<file path="src/rtl/part_xchg_pkg.sv">
// Shared types and defaults for the target-side vector exchange.
package part_xchg_pkg;

  localparam int XCHG_N       = 9;      // {wen/valid, 8-bit data}
  localparam int RX_IDX_DEF   = 0;
  localparam int TX_IDX_DEF   = 3;
  localparam int WDOG_MAX_DEF = 10000;
  localparam int IDX_W        = 2;

  typedef enum logic [2:0] {
    ST_IDLE,
    ST_WAIT_VEC,
    ST_APPLY,
    ST_SEND,
    ST_ERROR
  } xchg_state_e;

endpackage

</file>
<file path="src/rtl/part_xchg_rx_slot.sv">
// One-entry inbound vector slot with index filter and saturating drop counter.
module part_xchg_rx_slot
  import part_xchg_pkg::*;
#(
  parameter int N      = XCHG_N,
  parameter int RX_IDX = RX_IDX_DEF
) (
  input  logic             clk_i,
  input  logic             rst_ni,
  input  logic             rx_valid,
  input  logic [IDX_W-1:0] rx_idx,
  input  logic [N-1:0]     rx_data,
  output logic             rx_ready,
  input  logic             consume,
  output logic             slot_full,
  output logic [N-1:0]     slot_data,
  output logic [7:0]       drop_cnt
);

  localparam logic [IDX_W-1:0] RX_IDX_L = IDX_W'(RX_IDX);

  logic         full_q, full_d;
  logic [N-1:0] data_q, data_d;
  logic [7:0]   drop_q, drop_d;
  logic         xfer;

  assign rx_ready  = !full_q;
  assign xfer      = rx_valid && !full_q;
  assign slot_full = full_q;
  assign slot_data = data_q;
  assign drop_cnt  = drop_q;

  // Accept matching vectors into the slot, count and discard the rest.
  always_comb begin
    full_d = full_q;
    data_d = data_q;
    drop_d = drop_q;
    if (consume) full_d = 1'b0;
    if (xfer) begin
      if (rx_idx == RX_IDX_L) begin
        full_d = 1'b1;
        data_d = rx_data;
      end else if (drop_q != 8'hFF) begin
        drop_d = drop_q + 8'd1;
      end
    end
  end

  // Slot and counter registers.
  always_ff @(posedge clk_i or negedge rst_ni) begin
    if (!rst_ni) begin
      full_q <= 1'b0;
      data_q <= '0;
      drop_q <= '0;
    end else begin
      full_q <= full_d;
      data_q <= data_d;
      drop_q <= drop_d;
    end
  end

endmodule

</file>
<file path="src/rtl/part_2_targ_xchg.sv">
// Target-side exchange: on each mission clock edge, wait for an initiator
// vector, apply it to the partition for one cycle, and return the response.
module part_2_targ_xchg
  import part_xchg_pkg::*;
#(
  parameter int N        = XCHG_N,
  parameter int RX_IDX   = RX_IDX_DEF,
  parameter int TX_IDX   = TX_IDX_DEF,
  parameter int WDOG_MAX = WDOG_MAX_DEF
) (
  input  logic             clk_i,
  input  logic             rst_ni,
  input  logic             clk_0_h,
  input  logic             rx_valid,
  input  logic [IDX_W-1:0] rx_idx,
  input  logic [N-1:0]     rx_data,
  output logic             rx_ready,
  output logic             tx_valid,
  input  logic             tx_ready,
  output logic [IDX_W-1:0] tx_idx,
  output logic [N-1:0]     tx_data,
  output logic             sut_wen,
  output logic [7:0]       sut_data,
  input  logic             sut_valid,
  input  logic [7:0]       sut_o_data,
  output logic             freeze_clk,
  output logic             wdog_err,
  output logic             ovr_err,
  output logic [7:0]       drop_cnt
);

  localparam int WDOG_W = $clog2(WDOG_MAX + 1);
  localparam logic [WDOG_W-1:0] WDOG_LAST = WDOG_W'(WDOG_MAX - 1);

  xchg_state_e       state_q, state_d;
  logic              clk_0_h_q;     // one-cycle delayed mission clock
  logic              pend_q, pend_d;
  logic [WDOG_W-1:0] wdog_q, wdog_d;
  logic              ovr_q, ovr_d;
  logic              sut_wen_q, sut_wen_d;
  logic [7:0]        sut_data_q, sut_data_d;
  logic [N-1:0]      tx_data_q, tx_data_d;
  logic              mis_edge;
  logic              consume;
  logic              slot_full;
  logic [N-1:0]      slot_data;

  part_xchg_rx_slot #(.N(N), .RX_IDX(RX_IDX)) u_slot (
    .clk_i     (clk_i),
    .rst_ni    (rst_ni),
    .rx_valid  (rx_valid),
    .rx_idx    (rx_idx),
    .rx_data   (rx_data),
    .rx_ready  (rx_ready),
    .consume   (consume),
    .slot_full (slot_full),
    .slot_data (slot_data),
    .drop_cnt  (drop_cnt)
  );

  assign mis_edge   = clk_0_h && !clk_0_h_q;
  assign tx_valid   = (state_q == ST_SEND);
  assign tx_idx     = IDX_W'(TX_IDX);
  assign tx_data    = tx_data_q;
  assign sut_wen    = sut_wen_q;
  assign sut_data   = sut_data_q;
  assign wdog_err   = (state_q == ST_ERROR);
  assign ovr_err    = ovr_q;
  assign freeze_clk = ((state_q == ST_WAIT_VEC) && !slot_full) || (state_q == ST_ERROR);

  // Exchange FSM: next state, pending/overrun tracking, watchdog, datapath loads.
  always_comb begin
    state_d    = state_q;
    pend_d     = pend_q;
    wdog_d     = wdog_q;
    ovr_d      = ovr_q;
    sut_wen_d  = 1'b0;
    sut_data_d = sut_data_q;
    tx_data_d  = tx_data_q;
    consume    = 1'b0;

    // Edges while busy are remembered once; a second one is an overrun.
    if (mis_edge && (state_q != ST_IDLE)) begin
      if (pend_q) ovr_d = 1'b1;
      else        pend_d = 1'b1;
    end

    case (state_q)
      ST_IDLE: begin
        if (mis_edge || pend_q) begin
          state_d = ST_WAIT_VEC;
          pend_d  = 1'b0;
          wdog_d  = '0;
        end
      end
      ST_WAIT_VEC: begin
        if (slot_full) begin
          consume    = 1'b1;
          sut_wen_d  = slot_data[8];
          sut_data_d = slot_data[7:0];
          state_d    = ST_APPLY;
        end else if (wdog_q == WDOG_LAST) begin
          state_d = ST_ERROR;
        end else begin
          wdog_d = wdog_q + 1'b1;
        end
      end
      ST_APPLY: begin
        tx_data_d = N'({sut_valid, sut_o_data});
        state_d   = ST_SEND;
      end
      ST_SEND: begin
        if (tx_ready) state_d = ST_IDLE;
      end
      ST_ERROR: state_d = ST_ERROR;
      default:  state_d = ST_IDLE;
    endcase
  end

  // State and datapath registers.
  always_ff @(posedge clk_i or negedge rst_ni) begin
    if (!rst_ni) begin
      state_q    <= ST_IDLE;
      clk_0_h_q  <= 1'b0;
      pend_q     <= 1'b0;
      wdog_q     <= '0;
      ovr_q      <= 1'b0;
      sut_wen_q  <= 1'b0;
      sut_data_q <= '0;
      tx_data_q  <= '0;
    end else begin
      state_q    <= state_d;
      clk_0_h_q  <= clk_0_h;
      pend_q     <= pend_d;
      wdog_q     <= wdog_d;
      ovr_q      <= ovr_d;
      sut_wen_q  <= sut_wen_d;
      sut_data_q <= sut_data_d;
      tx_data_q  <= tx_data_d;
    end
  end

endmodule

</file>
<file path="config.mk">
export PLATFORM = sky130hd
export DESIGN_NAME = part_2_targ_xchg
export DESIGN_NICKNAME = d
export VERILOG_FILES = /design/src/rtl/part_xchg_pkg.sv /design/src/rtl/part_xchg_rx_slot.sv /design/src/rtl/part_2_targ_xchg.sv
export SDC_FILE = /design/constraint.sdc
export NUM_CORES = 1
export LEC_CHECK = 0
export ABC_AREA = 1
export CORE_ASPECT_RATIO = 0.6
export CORE_MARGIN = 2
export CORE_UTILIZATION = 40
export DETAILED_ROUTE_END_ITERATION = 16
export PLACE_DENSITY = 0.67
export SYNTH_ARGS = -nofsm -noshare
export SYNTH_HDL_FRONTEND = slang
export SYNTH_HIERARCHICAL = 1
export SYNTH_SLANG_ARGS = --single-unit
</file>
<file path="constraint.sdc">
create_clock -name clk_i -period 1.5 [get_ports clk_i]
set_clock_uncertainty 0.15 [all_clocks]
set_input_delay 0.225 -clock clk_i [delete_from_list [all_inputs] [get_ports clk_i]]
set_output_delay 0.225 -clock clk_i [all_outputs]
set_load 0.02 [all_outputs]
</file>
Figure 1. Cell classes on the final placement (run 1).
Drawn at 3 px/µm.
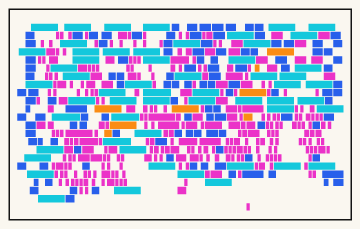
cyan -> flip-flops  # cells 56
orange -> clock drivers and dummy loads  # cells 8
magenta -> all other logic  # cells 295
blue -> other buffers and delay cells  # cells 119

Figure 2. The clock network (run 1).
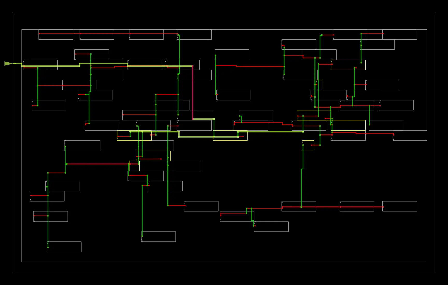
clock buffer count: 5
clk sinks: 56

==> impl_metrics.ini, run 1 <==
; flow metrics
[logic_synthesis]
compound_area_share_pct = 6.26
yosys-top-cells-count = nand2_1 (139), dfrtp_1 (56), nor2_1 (36)
yosys_area_mm2 = 0.00288
yosysTopAreaCellShare_pct = 48.7
edf_count = 0
ff_type = dfrtp_1
ys_cells = 356
synth-async-reset-ratio_pct = 100
top_cell = nand2_1

[place]
place_area_mm2 = 0.00389

[final_timing]
fin_ws_ns = -0.188
finalSetupViolations = 32

[critical_path]
crit-reg2reg-capture = wdog_q[2]
required_ns = 1.12
critPathTopFamily = buffers and inverters
max_stage_delay_ns = 0.42
critPathLaunchType = flip-flop
path_depth = 5

[global_routing]
top_usage_layer = met2

[floorplan]
ioPinCount = 58
fp.dieW_um = 114

[detailed_routing]
viasPerCell = 4.88
wl_met1_mm = 3.66
antenna_left = 0
routed.top_layer = met4
dr.first_iter.drc_count = 107
routed_wl_mm = 7.68

[cts]
clk_latency_ns = 0.29
clk_pin_slew_worst_paths_ns = 0.07
cts_setup_buffers = 8
cts_buffers = 5

[job]
warning_count = 29
drv_cap = 0

[finish]
final_cell_mix = nand2_1 (134), dfrtp_1 (52), buf_4 (46), inv_1 (29), nor2_1 (28)
syn_to_final_growth_pct = 51.9
largest_register_ffs = 14
final_area_mm2 = 0.00437

[min_path]
hold_class = primary input to async pin

[power_and_ir_drop]
total_power_mw = 7.79
clockPowerShare_pct = 15.1

[run_status]
violations = setup timing
status = finished, violations left
Figure 3. Local utilization (run 1).
Drawn at 4 px/µm. The die is cut into 11 by 7 equal tiles; black is low, pale yellow is high, 0 to 100% covered.
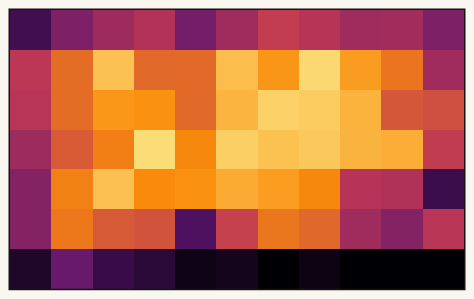
fullest tile = 93%
nearly empty tiles = 5.2%
emptiest ninth of the die = south-east
tiles over 75% full = 27%
post-layout util: 64.1%
core area: 0.00682 mm²
Starting Density: 42.2%

==> run 1: power groups by stage <==
stage / Clock [mW] / Combinational [mW] / Sequential, mW
4_1_cts: 1.22 / 3.82 / 2.30
2_1_floorplan: 0 / 1.60 / 2.63
3_5_place_dp: 0 / 3.51 / 2.32
6_report: 1.18 / 4.30 / 2.31
5_1_grt: 1.29 / 4.63 / 2.38
3_3_place_gp: 0 / 3.43 / 2.31
==> run 1: area by class of cell <==
class	instances	area, µm²	share of cell area [%]
clock inverter	3	21.3	0.487
clock buffer	5	125	2.86
timing repair buffer	119	1080	24.6
sequential	56	1410	32.2
inverter	37	156	3.58
tap	87	109	2.49
multi-input combinational	258	1480	33.8
==> inputs of run 2 (changes only) <==
SYNTH_HIERARCHICAL = default   (was 1)
Figure 4. The clock network (run 2).
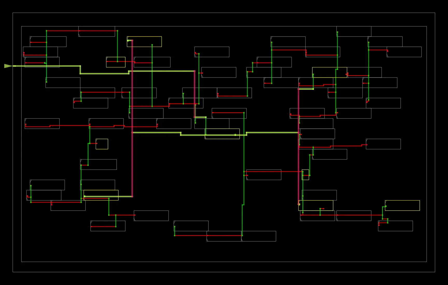
flip-flops: 56
Clk. pwr: 1.25 mW
TritonCTS Buffers: 5
clock buffer count: 6

Figure 5. Cell classes on the final placement (run 2).
Drawn at 3 px/µm.
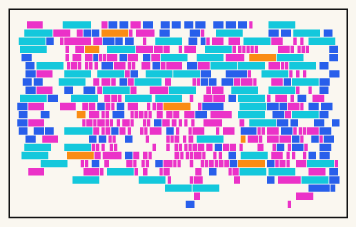
orange -> clock drivers and dummy loads  # cells 8
blue -> other buffers and delay cells  # cells 108
magenta -> all other logic  # cells 257
cyan -> flip-flops  # cells 56

==> run 2 against run 1 <==
Against the previous run: the flow still finishes with violations (setup timing); routed wire length down 7.6%; clock power up 6%; sequential power up 2%; critical path type unchanged; sequential cell count unchanged; design area down 1.2%; synthesized area down 2.4%; critical path depth up 1; core utilization about the same.
==> impl_metrics.ini, run 2 <==
; flow metrics
[run_status]
status = finished, violations left
violations = setup timing

[detailed_routing]
dr.first_iter.drc_count = 87
wl_met1_mm = 3.29
routed_wl_mm = 7.09
routed.top_layer = met4
antenna_left = 0

[power_and_ir_drop]
power-top-group = combinational cells
powerSeq_mw = 2.36

[global_routing]
top_usage_layer = met2

[final_timing]
fin_ws_ns = -0.255
finalSetupViolations = 44

[logic_synthesis]
top_cell = nand2_1
synth-async-reset-ratio_pct = 100
yosysTopAreaCellShare_pct = 49.9
yosys_area_mm2 = 0.00281

[finish]
num-nonclk-buffers = 108
comb_area_share_pct = 35.1
clkCellAreaFrac_pct = 3.54
largest_class = logic gates
ff_latch_area_mm2 = 0.00141
largest_register_ffs = 14
sh_seq_area_pct = 32.6

[cts]
cts_setup_buffers = 11
cts_sinks = 56
clk_latency_ns = 0.30
clk_pin_slew_worst_paths_ns = 0.07

[critical_path]
crit-reg2reg-capture = wdog_q[3]
critPathTopFamily = buffers and inverters
required_ns = 1.12

[job]
drv_cap = 0

[floorplan]
core-area_mm2 = 0.00673
fp-utilization_pct = 41.7

[min_path]
hold_class = primary input to async pin
[run 2: cell types whose count changed in the layout (fill, tap and decap cells not counted), sizes merged, moves of 3 or more]
| cell | before | now |
|---|---|---|
| inv | 38 | 32 |
| a21oi | 9 | 0 |
| o21ai | 16 | 7 |
| mux2 | 9 | 18 |
| nand2 | 147 | 119 |
| buf | 69 | 57 |
| xnor2 | 2 | 5 |
| nand3 | 20 | 27 |
| nor2 | 39 | 31 |
[run 2: stage by stage]
step	area, µm²	setup WS [ns]	util, %	cells
global route	4320	-0.291	64.1	516
detailed placement	3730	-0.358	55.4	486
finish	4320	-0.255	64.1	516
floorplan	2840	0.0101	-	316
global placement	3730	-0.281	55.4	486
CTS	4050	-0.237	60.2	508
==> inputs of run 3 (changes only) <==
DONT_BUFFER_PORTS = 1   (was default)
PLACE_DENSITY = default   (was 0.67)
Figure 6. Pin map (run 3).
Drawn at 4 px/µm. Pins as bars across the die edge, other pins in gray.
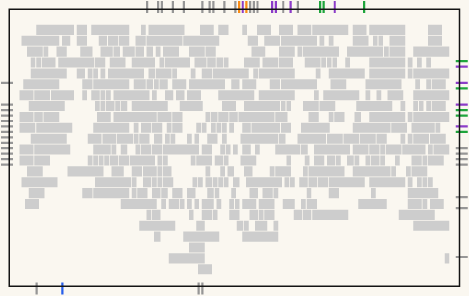
green -> sut_data  # pins 8, direction output, edge 5 east, 3 north
purple -> rx_data  # pins 9, direction input, edge 5 north, 4 east
orange -> rx_idx  # pins 2, direction input, edge north
blue -> rst_ni  # pins 1, direction input, edge south

Figure 7. Cell classes on the final placement (run 3).
Drawn at 3 px/µm.
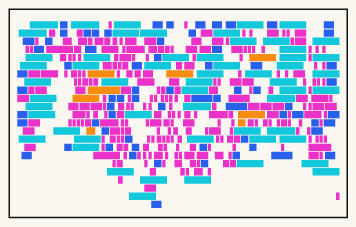
blue -> other buffers and delay cells  # cells 68
cyan -> flip-flops  # cells 56
magenta -> all other logic  # cells 257
orange -> clock drivers and dummy loads  # cells 8

==> run 3 against run 2 <==
Against the previous run: synthesized cell count stayed put; critical path depth decreased by 1; core utilization is 5.5 points lower; the run ends with hold timing, setup timing left; sequential share of layout area is 3.1 points higher; via count down 5.5%; final cell count down 7.8%; die size is the same; non-clock buffer count decreased by 40; sequential cell count did not move; sequential power up 14%; design area decreased by 8.6%.
==> impl_metrics.ini, run 3 <==
; flow metrics
[logic_synthesis]
edf_count = 0
ff_type = dfrtp_1

[final_timing]
timing.final.hold_violations = 56
finalSetupViolations = 27
fin_ws_ns = -0.109
whs_ns = -0.526

[floorplan]
core-area_mm2 = 0.00673
fp.dieW_um = 112
nWellTaps = 87

[min_path]
hold_class = primary input to async pin

[finish]
largest_register_ffs = 14
final_area_mm2 = 0.00395
fin_util_pct = 58.6
num-nonclk-inverters = 32
ff_latch_area_mm2 = 0.00141
final-nonclk-buf-share_pct = 15.8
combGateArea_mm2 = 0.00151
final_cells = 476

[job]
drv_cap = 0

[cts]
cts_setup_buffers = 6
cts_buffers = 5
clk_pin_slew_worst_paths_ns = 0.07

[place]
place_worst_setup_slack_ns = -0.0585

[detailed_routing]
antenna_left = 0
wl_met1_mm = 3.01
routed.top_layer = met4
viasPerCell = 4.87

[critical_path]
critPathLaunchType = flip-flop
required_ns = 1.12
critPathTopFamily = flip-flops

[run_status]
status = finished, violations left
violations = hold timing, setup timing

[power_and_ir_drop]
pg_clk_mw = 1.34
power-top-group = combinational cells
total_power_mw = 6.89
clockPowerShare_pct = 19.4

[global_routing]
top_usage_layer = met2
run 3: cell types whose count changed in the layout (fill, tap and decap cells not counted), sizes merged:
cell           before  now
dlygate4sd2        25    0
clkbuf              7    5
clkdlybuf4s15       1    0
bufinv              0    1
clkinv              2    1
buf                57   49
clkdlybuf4s50      23    0
dlygate4sd3         1   19
clkinvlp            0    1
run 3: path summary, 6_finish.rpt:
path | cells past startpoint | from | end
worst max register to register | 7 | state_q[2] | wdog_q[7]
worst min-delay path | 0 | rst_ni | wdog_q[11]
max in group asynchronous | 0 | rst_ni | state_q[1]
worst max-delay path | 5 | state_q[2] | freeze_clk
worst min register to register | 2 | u_slot.slot_data[3] | sut_data[3]
min in group clk_i | 3 | tx_ready | state_q[1]
No activity file was given, so power comes from the tool's default toggle rates.
